## src/rtl/mem_port_arbiter.sv

```systemverilog
// Shares one single-port 16-bit memory between instruction fetch (I) and data
// load/store (D), holding the port for LATENCY cycles per access with round-robin ties.
module mem_port_arbiter #(
    parameter int ADDR_WIDTH = 16,
    parameter int LATENCY    = 4
) (
    input  logic                  clk,
    input  logic                  rst_n,
    input  logic                  i_req,
    input  logic [ADDR_WIDTH-1:0] i_addr,
    output logic                  i_done,
    output logic [15:0]           i_rdata,
    input  logic                  d_req,
    input  logic                  d_wr,
    input  logic [ADDR_WIDTH-1:0] d_addr,
    input  logic [15:0]           d_wdata,
    output logic                  d_done,
    output logic [15:0]           d_rdata,
    output logic                  mem_enable,
    output logic                  mem_wr,
    output logic [ADDR_WIDTH-1:0] mem_addr,
    output logic [15:0]           mem_data_in,
    input  logic [15:0]           mem_data_out,
    output logic                  busy
);

    typedef enum logic [1:0] {IDLE, BUSY, DONE} state_t;

    localparam logic [3:0] CNT_INIT = 4'(LATENCY - 1);

    state_t                state_q, state_d;
    logic [3:0]            cnt_q, cnt_d;
    logic                  last_d_q, last_d_d;   // 1: last grant went to D
    logic                  owner_d_q, owner_d_d; // 1: current access belongs to D
    logic                  wr_q, wr_d;
    logic [ADDR_WIDTH-1:0] addr_q, addr_d;
    logic [15:0]           wdata_q, wdata_d;
    logic [15:0]           i_rdata_q, i_rdata_d;
    logic [15:0]           d_rdata_q, d_rdata_d;
    logic                  grant_d;

    always_ff @(posedge clk or negedge rst_n) begin
        if (!rst_n) begin
            state_q   <= IDLE;
            cnt_q     <= 4'd0;
            last_d_q  <= 1'b0;
            owner_d_q <= 1'b0;
            wr_q      <= 1'b0;
            addr_q    <= '0;
            wdata_q   <= 16'h0000;
            i_rdata_q <= 16'h0000;
            d_rdata_q <= 16'h0000;
        end else begin
            state_q   <= state_d;
            cnt_q     <= cnt_d;
            last_d_q  <= last_d_d;
            owner_d_q <= owner_d_d;
            wr_q      <= wr_d;
            addr_q    <= addr_d;
            wdata_q   <= wdata_d;
            i_rdata_q <= i_rdata_d;
            d_rdata_q <= d_rdata_d;
        end
    end

    always_comb begin
        state_d     = state_q;
        cnt_d       = cnt_q;
        last_d_d    = last_d_q;
        owner_d_d   = owner_d_q;
        wr_d        = wr_q;
        addr_d      = addr_q;
        wdata_d     = wdata_q;
        i_rdata_d   = i_rdata_q;
        d_rdata_d   = d_rdata_q;
        grant_d     = 1'b0;
        i_done      = 1'b0;
        d_done      = 1'b0;
        mem_enable  = 1'b0;
        mem_wr      = 1'b0;
        mem_addr    = '0;
        mem_data_in = 16'h0000;
        busy        = 1'b0;

        case (state_q)
            IDLE: begin
                if (i_req || d_req) begin
                    // On a tie, the requester that did not win last time gets the port.
                    grant_d   = d_req && (!i_req || !last_d_q);
                    owner_d_d = grant_d;
                    wr_d      = grant_d && d_wr;
                    addr_d    = grant_d ? {d_addr[ADDR_WIDTH-1:1], 1'b0}
                                        : {i_addr[ADDR_WIDTH-1:1], 1'b0};
                    wdata_d   = grant_d ? d_wdata : 16'h0000;
                    cnt_d     = CNT_INIT;
                    last_d_d  = grant_d;
                    state_d   = BUSY;
                end
            end
            BUSY: begin
                busy        = 1'b1;
                mem_enable  = 1'b1;
                mem_addr    = addr_q;
                mem_data_in = wdata_q;
                if (cnt_q != 4'd0) begin
                    cnt_d = cnt_q - 4'd1;
                end else begin
                    // The single write strobe lands on the last held cycle only.
                    mem_wr = wr_q;
                    if (!wr_q) begin
                        if (owner_d_q) d_rdata_d = mem_data_out;
                        else           i_rdata_d = mem_data_out;
                    end
                    state_d = DONE;
                end
            end
            DONE: begin
                busy    = 1'b1;
                i_done  = !owner_d_q;
                d_done  = owner_d_q;
                state_d = IDLE;
            end
            default: state_d = IDLE;
        endcase
    end

    assign i_rdata = i_rdata_q;
    assign d_rdata = d_rdata_q;

endmodule

```

## config.mk

```make
export PLATFORM = sky130hd
export DESIGN_NAME = mem_port_arbiter
export DESIGN_NICKNAME = d
export VERILOG_FILES = /design/src/rtl/mem_port_arbiter.sv
export SDC_FILE = /design/constraint.sdc
export NUM_CORES = 1
export LEC_CHECK = 0
export ABC_AREA = 1
export CAP_MARGIN = 40
export CORE_ASPECT_RATIO = 1.5
export CORE_MARGIN = 2
export CORE_UTILIZATION = 47
export DETAILED_ROUTE_END_ITERATION = 6
export PLACE_DENSITY = 0.86
export SLEW_MARGIN = 20
export SYNTH_ARGS = -nofsm -noshare
export SYNTH_HDL_FRONTEND = slang
export SYNTH_SLANG_ARGS = --single-unit
```

## constraint.sdc

```tcl
create_clock -name clk -period 4.55 [get_ports clk]
set_input_delay 0.91 -clock clk [delete_from_list [all_inputs] [get_ports clk]]
set_output_delay 0.91 -clock clk [all_outputs]
set_load 0.03 [all_outputs]
```

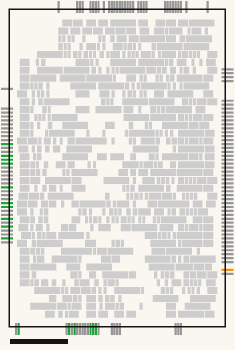
(images/pinout.png)
Bar = 20 um. Pins as bars across the die edge, other pins in gray.
Green shows `i_addr`, pins 16, direction input, edge 10 left, 6 bottom. Orange shows `rst_n`, pins 1, direction input, edge right.
All pins by edge: 48 right, 36 left, 32 top, 22 bottom.
die x size: 74.15 um
port buffer count: 134
Die Y: 109.2 um

==> results_dict.tcl <==
# place-and-route summary
set metrics [dict create \
    regToRegStartpoint "state_q[1]" \
    setup.worst_path.class "flip-flop to output port" \
    ff2ff_path_depth 7 \
    wirelength_met1_um 3209 \
    skew_ns 0.006219 \
    synthMuxAreaShare 0 \
    regToRegSetupSlack_ns 2.23 \
    final-clk-cell-share 0.05014 \
    crit_fanout 14 \
    vias_per_cell 4.898 \
    buffer_area_frac 0.2713 \
    synthArstFlopShare 1.000 \
    logic_gates 269 \
    netlist_area_um2 3470 \
    synth.distinct_cells 26 \
    critical_path.endpoint "mem_data_in[12]" \
    vdd_ir_drop_max_uv 407.3 \
    firstDrtPassIters 4 \
    tightest_slew_ns 0.7816 \
    synthesis.instances 427 \
    clockBufferDepth 2 \
    dr_wl_met2_um 4424 \
    sh_seq_area 0.3490 \
    routedWlPerCell_um 12.68 \
    top_usage_layer "met2" \
    fp_util 0.4833 \
    p_sw_mw 1.604 \
    cpMostUsedCell "inv_1" \
    hold_slack_ns 0.4729 \
    aoi_share 0.06924 \
    die_area_um2 8099 \
    synth_top_area_share 0.5121 \
    gr-total-overflow 0 \
    drv_cap 0 \
    clk_latency_ns 0.35 \
    place_area_um2 4836 \
    fin_util 0.7091 \
    worstReg2RegEnd "i_rdata[12]" \
    layout.cells.non_filler 658 \
    fin_tns_setup_ns 0 \
    grt_pass1_wl_um 13700 \
    dp_cells 642 \
    post_cts_resized 0 \
    nClkBuffers 11 \
    grt_pass1_vias 3131 \
    finalCriticalPeriod_ns 3.376 \
    dr_wl_met3_um 562 \
    cts_setup_buffers 0 \
    yosysWarningCount 0 \
    hold_start "d_rdata[10]" \
    slowest_delay_ns 0.68 \
    seq-power_mw 1.14 \
    top_cells_by_area "dfrtp_1, nand2_1, nand3_1, inv_1, o21a_1" \
    power.internal_mw 2.082 \
    worst_hold_path_type "flip-flop to flip-flop" \
    power_leader "combinational logic" \
    dpl.hpwl_um 6192 \
    finalCritPeriodShare 0.7420 \
    startpoint_type "flip-flop" \
    synth-edff-count 0 \
    syn2layout_area_growth_pct 46.74 \
    fmax_mhz 296.2 \
    comb_area_share 0.2578 \
    dominant_cells "registers" \
    grtUsageMet3 0.05083 \
    powerDensity_nw_per_um2 724.1 \
    ys_ff 71 \
    regArea_um2 1777 \
    adder_share 0.02164 \
    cp_cell_sequence "inv_1 -> ha_1 -> buf_4 -> nand2_1 -> inv_1 -> clkdlybuf4s50_1" \
    path_delay_family "buffers and inverters" \
    p_sw_frac 0.4351 \
    leakage_nw 2.567 \
    yosys_cells 427 \
    yosys.area_share.xor_xnor 0.002524 \
    cts-root-buf "clkbuf_8" \
    end_kind "output port" \
    p_total_mw 3.687 \
    core_area_um2 7179 \
    grt_util_met2 0.3916 \
    ant_nets 0 \
    n_all_inverters 64 \
    worst_slack_ns 1.174 \
    rsz0062_at_grt "no" \
    routed_wl_um 8342 \
    synth.avg_cell_area_um2 8.125 \
    drt_iter0_drc 177 \
    clk_pin_slew_ns 0.07 \
    fin_area_um2 5091 \
    seq_power_share 0.310 \
    dr.max_layer_used "met4" \
    n_tap_cell 100 \
    synth_top_cell_by_area "dfrtp_1" \
    ff_type "dfrtp_1" \
    rows 38 \
    final_common_cell "nand2_1" \
    cp.depth 6 \
    cts_hold_buf 0 \
    track_usage 0.2196 \
    most-common-layout-cells "nand2_1, clkdlybuf4s50_1, dfrtp_1" \
    worstPathRequired_ns 3.64 \
    combPwrFrac 0.520 \
    cp.arrival_ns 2.47 \
    cts_tree "done" \
    cts_buffers 9 \
    crit_start "state_q[1]" \
    worstHoldEndpoint "d_rdata[10]" \
    report.final.setup_viol 0 \
    cts_max_level 3 \
    grt_max_degree 38 \
    drv_slew 0 \
    drc_errors 0 \
    place.gp.congestion 0.8082 \
    n_antenna_cell 0 \
    hold_path_depth 2 \
    pg_comb_mw 1.92 \
    status "completed" \
    floorplan.nets 502 \
    crit_slowest_cell "clkdlybuf4s50_1" \
    logic_area_um2 1313 \
    antenna_found_initial 0 \
    drive_gt1_frac 0.05914 \
    clkPwrFrac 0.170 \
    pre_cts_slack_ns 1.501 \
]
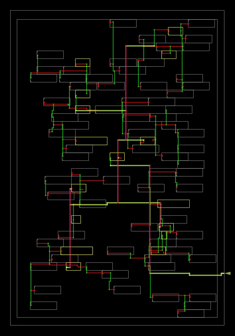
(images/clock_nets.png)
CTS sink cnt: 71
Clk. pwr: 0.627 mW

Power is estimated from default activity; no workload was simulated.
